$ cat config.mk
export PLATFORM = sky130hd
export DESIGN_NAME = inst_loader_flat
export DESIGN_NICKNAME = d
export VERILOG_FILES = /design/src/rtl/inst_loader_if.sv /design/src/rtl/inst_loader.sv /design/src/flat_wrapper.sv
export SDC_FILE = /design/constraint.sdc
export NUM_CORES = 1
export LEC_CHECK = 0
export CAP_MARGIN = 10
export CORE_ASPECT_RATIO = 2
export CORE_MARGIN = 2
export CORE_UTILIZATION = 40
export CTS_BUF_LIST = sky130_fd_sc_hd__clkbuf_16
export DETAILED_ROUTE_END_ITERATION = 16
export MAX_ROUTING_LAYER = met4
export PLACE_DENSITY_LB_ADDON = 0.2
export SYNTH_ARGS = -nofsm -noshare
export SYNTH_HDL_FRONTEND = slang
export SYNTH_SLANG_ARGS = --single-unit
$ cat constraint.sdc
create_clock -name clk -period 4.7 [get_ports clk]
set_clock_uncertainty 0.05 [all_clocks]
set_input_delay 0.705 -clock clk [delete_from_list [all_inputs] [get_ports clk]]
set_output_delay 0.705 -clock clk [all_outputs]
set_load 0.005 [all_outputs]
$ cat src/rtl/inst_loader_if.sv
// Byte-stream and instruction-memory write bundle for inst_loader.
// master = stream source / observer side, slave = loader side.
interface inst_loader_if #(
    parameter int ADDR_W = 6
);
    logic              start;
    logic              in_valid;
    logic [7:0]        in_data;
    logic              in_ready;
    logic              mem_we;
    logic [ADDR_W-1:0] mem_addr;
    logic [31:0]       mem_wdata;
    logic              cpu_hold;
    logic              busy;
    logic              done;
    logic              err;

    modport master (
        output start, in_valid, in_data,
        input  in_ready, mem_we, mem_addr, mem_wdata,
        input  cpu_hold, busy, done, err
    );

    modport slave (
        input  start, in_valid, in_data,
        output in_ready, mem_we, mem_addr, mem_wdata,
        output cpu_hold, busy, done, err
    );
endinterface

$ cat src/rtl/inst_loader.sv
// Framed byte-stream loader for the instruction memory.
// Assembles MSB-first 32-bit words, writes them from address 0, checks XOR.
module inst_loader #(
    parameter int ADDR_W = 6
) (
    input  logic          clk,
    input  logic          rst,
    inst_loader_if.slave  bus
);

    typedef enum logic [2:0] {
        S_IDLE,
        S_HDR,
        S_DATA,
        S_WRITE,
        S_CKSUM,
        S_DONE
    } state_t;

    state_t            r_state;
    state_t            w_next;

    logic [ADDR_W-1:0] r_nwords;
    logic [ADDR_W-1:0] r_widx;
    logic [1:0]        r_bcnt;
    logic [31:0]       r_word;
    logic [7:0]        r_xor;

    logic              r_in_ready;
    logic              r_mem_we;
    logic [ADDR_W-1:0] r_mem_addr;
    logic [31:0]       r_mem_wdata;
    logic              r_busy;
    logic              r_done;
    logic              r_err;

    logic              w_accept;
    logic              w_last;

    assign w_accept = bus.in_valid & r_in_ready;
    assign w_last   = (r_widx == r_nwords);

    // State register; reset forces IDLE immediately.
    always_ff @(posedge clk or posedge rst) begin
        if (rst) begin
            r_state <= S_IDLE;
        end else begin
            r_state <= w_next;
        end
    end

    // Next-state decode; byte-consuming states advance only on a handshake.
    always_comb begin
        w_next = r_state;
        unique case (r_state)
            S_IDLE:  if (bus.start) w_next = S_HDR;
            S_HDR:   if (w_accept) w_next = S_DATA;
            S_DATA:  if (w_accept && r_bcnt == 2'd3) w_next = S_WRITE;
            S_WRITE: w_next = w_last ? S_CKSUM : S_DATA;
            S_CKSUM: if (w_accept) w_next = S_DONE;
            S_DONE:  w_next = S_IDLE;
            default: w_next = S_IDLE;
        endcase
    end

    // Datapath: counters, word assembly, running XOR and sticky error.
    always_ff @(posedge clk or posedge rst) begin
        if (rst) begin
            r_nwords    <= '0;
            r_widx      <= '0;
            r_bcnt      <= '0;
            r_word      <= '0;
            r_xor       <= '0;
            r_mem_addr  <= '0;
            r_mem_wdata <= '0;
            r_err       <= 1'b0;
        end else begin
            unique case (r_state)
                S_IDLE: begin
                    if (bus.start) begin
                        r_err  <= 1'b0;
                        r_widx <= '0;
                        r_bcnt <= '0;
                        r_xor  <= '0;
                    end
                end
                S_HDR: begin
                    if (w_accept) begin
                        r_nwords <= bus.in_data[ADDR_W-1:0];
                        r_xor    <= r_xor ^ bus.in_data;
                    end
                end
                S_DATA: begin
                    if (w_accept) begin
                        r_word <= {r_word[23:0], bus.in_data};
                        r_bcnt <= r_bcnt + 2'd1;
                        r_xor  <= r_xor ^ bus.in_data;
                        if (r_bcnt == 2'd3) begin
                            r_mem_addr  <= r_widx;
                            r_mem_wdata <= {r_word[23:0], bus.in_data};
                        end
                    end
                end
                S_WRITE: begin
                    if (!w_last) r_widx <= r_widx + 1'b1;
                end
                S_CKSUM: begin
                    if (w_accept && bus.in_data != r_xor) r_err <= 1'b1;
                end
                S_DONE: begin
                end
                default: begin
                end
            endcase
        end
    end

    // Control outputs registered from the next state so they align with it.
    always_ff @(posedge clk or posedge rst) begin
        if (rst) begin
            r_in_ready <= 1'b0;
            r_mem_we   <= 1'b0;
            r_busy     <= 1'b0;
            r_done     <= 1'b0;
        end else begin
            r_in_ready <= (w_next == S_HDR) || (w_next == S_DATA) ||
                          (w_next == S_CKSUM);
            r_mem_we   <= (w_next == S_WRITE);
            r_busy     <= (w_next != S_IDLE);
            r_done     <= (w_next == S_DONE);
        end
    end

    assign bus.in_ready  = r_in_ready;
    assign bus.mem_we    = r_mem_we;
    assign bus.mem_addr  = r_mem_addr;
    assign bus.mem_wdata = r_mem_wdata;
    assign bus.cpu_hold  = r_busy;
    assign bus.busy      = r_busy;
    assign bus.done      = r_done;
    assign bus.err       = r_err;

endmodule
$ cat src/flat_wrapper.sv
// flat-port wrapper written by rule: the top's interface ports become plain ports
module inst_loader_flat 
#(
    parameter int ADDR_W = 6
)
  (clk, rst, bus_start, bus_in_valid, bus_in_data, bus_in_ready, bus_mem_we, bus_mem_addr, bus_mem_wdata, bus_cpu_hold, bus_busy, bus_done, bus_err);
  inst_loader_if #(.ADDR_W(ADDR_W)) bus_i ();
  input  logic clk;
  input  logic rst;
  input wire logic [$bits(bus_i.start)-1:0] bus_start;
  input wire logic [$bits(bus_i.in_valid)-1:0] bus_in_valid;
  input wire logic [$bits(bus_i.in_data)-1:0] bus_in_data;
  output wire logic [$bits(bus_i.in_ready)-1:0] bus_in_ready;
  output wire logic [$bits(bus_i.mem_we)-1:0] bus_mem_we;
  output wire logic [$bits(bus_i.mem_addr)-1:0] bus_mem_addr;
  output wire logic [$bits(bus_i.mem_wdata)-1:0] bus_mem_wdata;
  output wire logic [$bits(bus_i.cpu_hold)-1:0] bus_cpu_hold;
  output wire logic [$bits(bus_i.busy)-1:0] bus_busy;
  output wire logic [$bits(bus_i.done)-1:0] bus_done;
  output wire logic [$bits(bus_i.err)-1:0] bus_err;
  assign bus_i.start = bus_start;
  assign bus_i.in_valid = bus_in_valid;
  assign bus_i.in_data = bus_in_data;
  assign bus_in_ready = bus_i.in_ready;
  assign bus_mem_we = bus_i.mem_we;
  assign bus_mem_addr = bus_i.mem_addr;
  assign bus_mem_wdata = bus_i.mem_wdata;
  assign bus_cpu_hold = bus_i.cpu_hold;
  assign bus_busy = bus_i.busy;
  assign bus_done = bus_i.done;
  assign bus_err = bus_i.err;
  inst_loader #(.ADDR_W(ADDR_W)) u_core (.clk(clk), .rst(rst), .bus(bus_i));
endmodule
**Met1 routing**

Supply wires on this layer in gray.
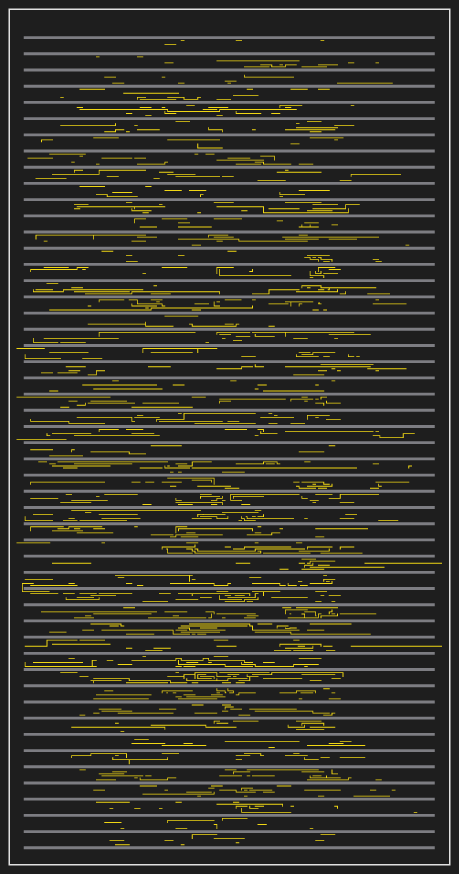
share of all routed wire: 40%
longest straight run: 27.6 um

**Placement density heat map**

7 x 14 tiles, from white (low) to dark blue (high), 0 to 100% covered.
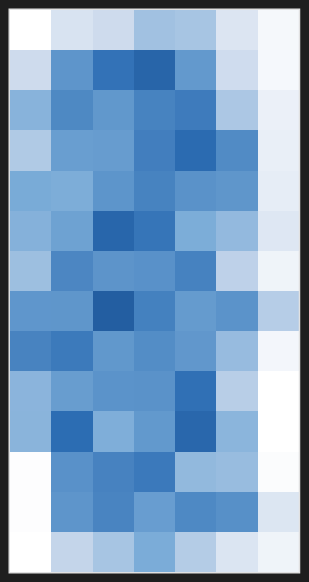
densest ninth of the die: middle
nearly empty tiles: 6.1%
mean over tiles: 45%
tiles over 75% full: 6.1%
fullest tile: 82%

**Routing congestion map**

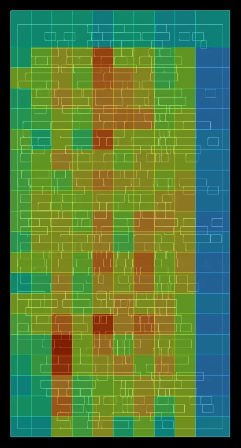
Final Util: 51.87%
GRT Max-Usage Layer: met2
Tot GR Track Use: 16.71%
met3 Use GR: 3.436%
GR Util met2: 29.09%

**I/O nets highlighted**

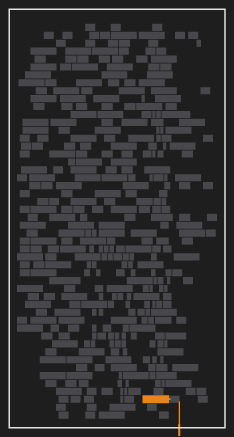
| color | port | bits | direction | edge | end cells | buffers | wire |
|---|---|---|---|---|---|---|---|
| orange | bus_done | 1 | output | bottom | 1 | 1 | 9.10 um |

-- synthesized netlist by cell type (all sizes together) --
cell type / n / share of area, %
dfrtp: 92 / 59
mux2: 68 / 20
o21ai: 20 / 2.6
nand2: 14 / 1.4
nand2b: 12 / 1.9
a21oi: 10 / 1.4
buf: 9 / 1.4
xnor2: 9 / 2.0
nor2: 7 / 0.74
xor2: 7 / 1.8
mux2i: 5 / 1.3
nand3: 4 / 0.52
or2: 4 / 0.64
and2: 3 / 0.48
inv: 3 / 0.29
a211oi: 2 / 0.52
a31oi: 2 / 0.32
and3: 2 / 0.32
clkbuf: 2 / 0.19
ha: 2 / 0.64
nand3b: 2 / 0.71
nand4: 2 / 0.32
a211o: 1 / 0.23
a21o: 1 / 0.19
nor3: 1 / 0.42
nor4: 1 / 0.55
o2bb2ai: 1 / 0.23
-- layout by cell type, fill, tap and decap left out, types with 3 or more instances in the layout --
cell type,instances
dfrtp_1,92
mux2_2,66
clkdlybuf4s50_1,55
o21ai_1,17
nand2_1,14
nand2b_1,12
xnor2_1,9
a21oi_1,9
clkbuf_16,9
xor2_1,6
nor2_1,5
mux2i_1,5
nand3_1,4
and2_1,3
o21ai_0,3
clkinvlp_4,3
-- state kept, by name, indices dropped and copies added, names as in the netlist --
signal / flops
u_core.r_nwords: 6
u_core.bus.in_ready: 1
u_core.r_widx: 6
u_core.bus.mem_we: 1
u_core.r_bcnt: 2
u_core.bus.busy: 1
u_core.r_word: 24
u_core.bus.done: 1
u_core.bus.mem_wdata: 32
u_core.bus.err: 1
u_core.bus.mem_addr: 6
u_core.r_xor: 8
u_core.r_state: 3
-- routing by layer --
metal	track usage [%]	part of all wire [%]
met5	-	0
met4	6.890	1.8
met3	3.436	2.9
met2	29.09	56
met1	18.05	40
==> notes.md <==
yosys + openroad results -> pin count of the biggest net entering global routing=approximately 63, tap cell count=between 100 and 150, row count=50, Reg power frac=a little over two fifths, R2R Setup Slk=between 2 and 3 ns, top cell category=registers, Max-slew headroom=65.06%, TritonCTS clock tree=done, flip-flop and latch count=92, final hold violations=0, post-DP HPWL=5.331 mm, run status=finished clean, worst endpoint data arrival time=2.32 ns, Worst Setup End Kind=flop, vias in the first global route=between 2000 and 3000, setup tns final=0 ns, CP cell instances=clkdlybuf4s50_1 > and2_1 > nand3_1 > mux2_2, tool warnings=26, RSZ-0062 raised after global routing=false, post-CTS setup buffers=0, PD cells=641.7 nW/um^2, CP Depth=4, Setup-failing EPs final=0, # Cells Yosys=approximately 290, startpoint types=input port, Max Clk Rate=0.4656 GHz, # fillers=roughly 830, # nets final=359, total clock sinks=about 92, Core Util at FP=41.39%, area reported by Yosys stat=~3900 sq um, fin cells=~450, Pwr top=sequential cells, mapped cell area=roughly 3900 sq um, Worst Tran Pin Value=roughly 0.52 ns, worst hold start=u_core.r_bcnt[0]$_DFFE_PP0P_, MUX share of area=a little over a fifth, Max clock buf depth=2, count of pins over their slew limit=0, CTS Buf Count=9, Required @ worst endpoint=4.88 ns, final worst-path cycle share=between 40% and 50%, Die H=around 140 um, FF/Latch Area=around 2300 sq um, clock buf count=9, Simple Share, Synth=approximately 8%, initial antenna violation count=0, # H-tree levels=3, pre-CTS setup slack=1.728 ns, Hold Path End=u_core.r_bcnt[0]$_DFFE_PP0P_, Worst VDD drop=332.9 uV, RR Endpoint=u_core.r_xor[1]$_DFFE_PP0P_, clk pwr=0.000711 W, I/O Buffers=55, Comb gate area=1518 sq um, adder share=less than 1%, number of routed nets with antenna violations=0, switching share of power=29.96%, Clk Latency, worst-skew pair=approximately 0.34 ns, Final min period=2.148 ns, placed cell areas=~4500 sq um, Area Overhead vs Synth=25.32%, Die W=about 74 um, hold_buf cts=0, register share after synthesis=roughly 60%, flop share of the area=47.30%, via count=2373, Max stage delay on crit path=~0.54 ns, Clock buf/inv share=5.990%, clock-pin slew on the worst setup and hold paths=approximately 0.070 ns, final WL=about 7.8 mm, tally of unique sky130hd cells used after synthesis=38, Power Total=0.003123 W, Worst Path Class, Setup=in -> reg, Crit-path slowest cell=clkdlybuf4s50_1, Gate power share=between 30 and 40%, Comb/total area=roughly 31%, share of layout cells above drive strength 1=27.51%, Seq. pwr=0.00136 W, number of DRC markers in iteration 0=94, first-pass GRT wire length=~13 mm, Flops after synth=92, final hold slack=between 0.4 and 0.5 ns, post-CTS resize count=0, GPL Wtd Cong=a little over 0.8, Core Area=9384 sq um, Internal=0.002187 W, Top logic family=multiplexers, ao+oa area frac=between 5 and 6%, diode count=0, First-pass DRT Iterations=4, Setup crit end=u_core.r_nwords[3]$_DFFE_PP0P_, chip area=about 11000 sq um, combinational power=0.00105 W, Inst Count DP=436, # DRC=0, XORs/XNORs by Area=under 10%, Final WS setup=~2.6 ns, total gr overflow=0, Post-Syn Nets=300, Non-CTS buffers=just under 60, Worst Hold Class=reg -> reg, Ports=about 56, reg2reg path depth=5, DR WL/cell=approximately 17 um, design area=between 4000 and 5000 sq um, Synth Instances=approximately 290, YS warnings=0, root buf cell=clkbuf_16, number of vias per cell=roughly 5.2, signal buffers share of area=between 10% and 20%, worst flop-to-flop path startpoint=u_core.r_state[1]$_DFF_PP0_, Pleak=about 2.2 nW, CP delay by family, top=simple AND/OR/NAND/NOR gates, comb_multi_in=180, Avg Synthesized Cell Area=between 10 and 15 sq um, Buffers & Inverters on Critical Path=1, Max-Cap Viols=0, P_sw=0.0009358 W, clock power share=a little under a quarter, Critical Path Start=bus_in_valid, Hold Path Cell Cnt=1, Non-clk invs=3, CP max FO=9
Power and IR drop assume default switching activity.
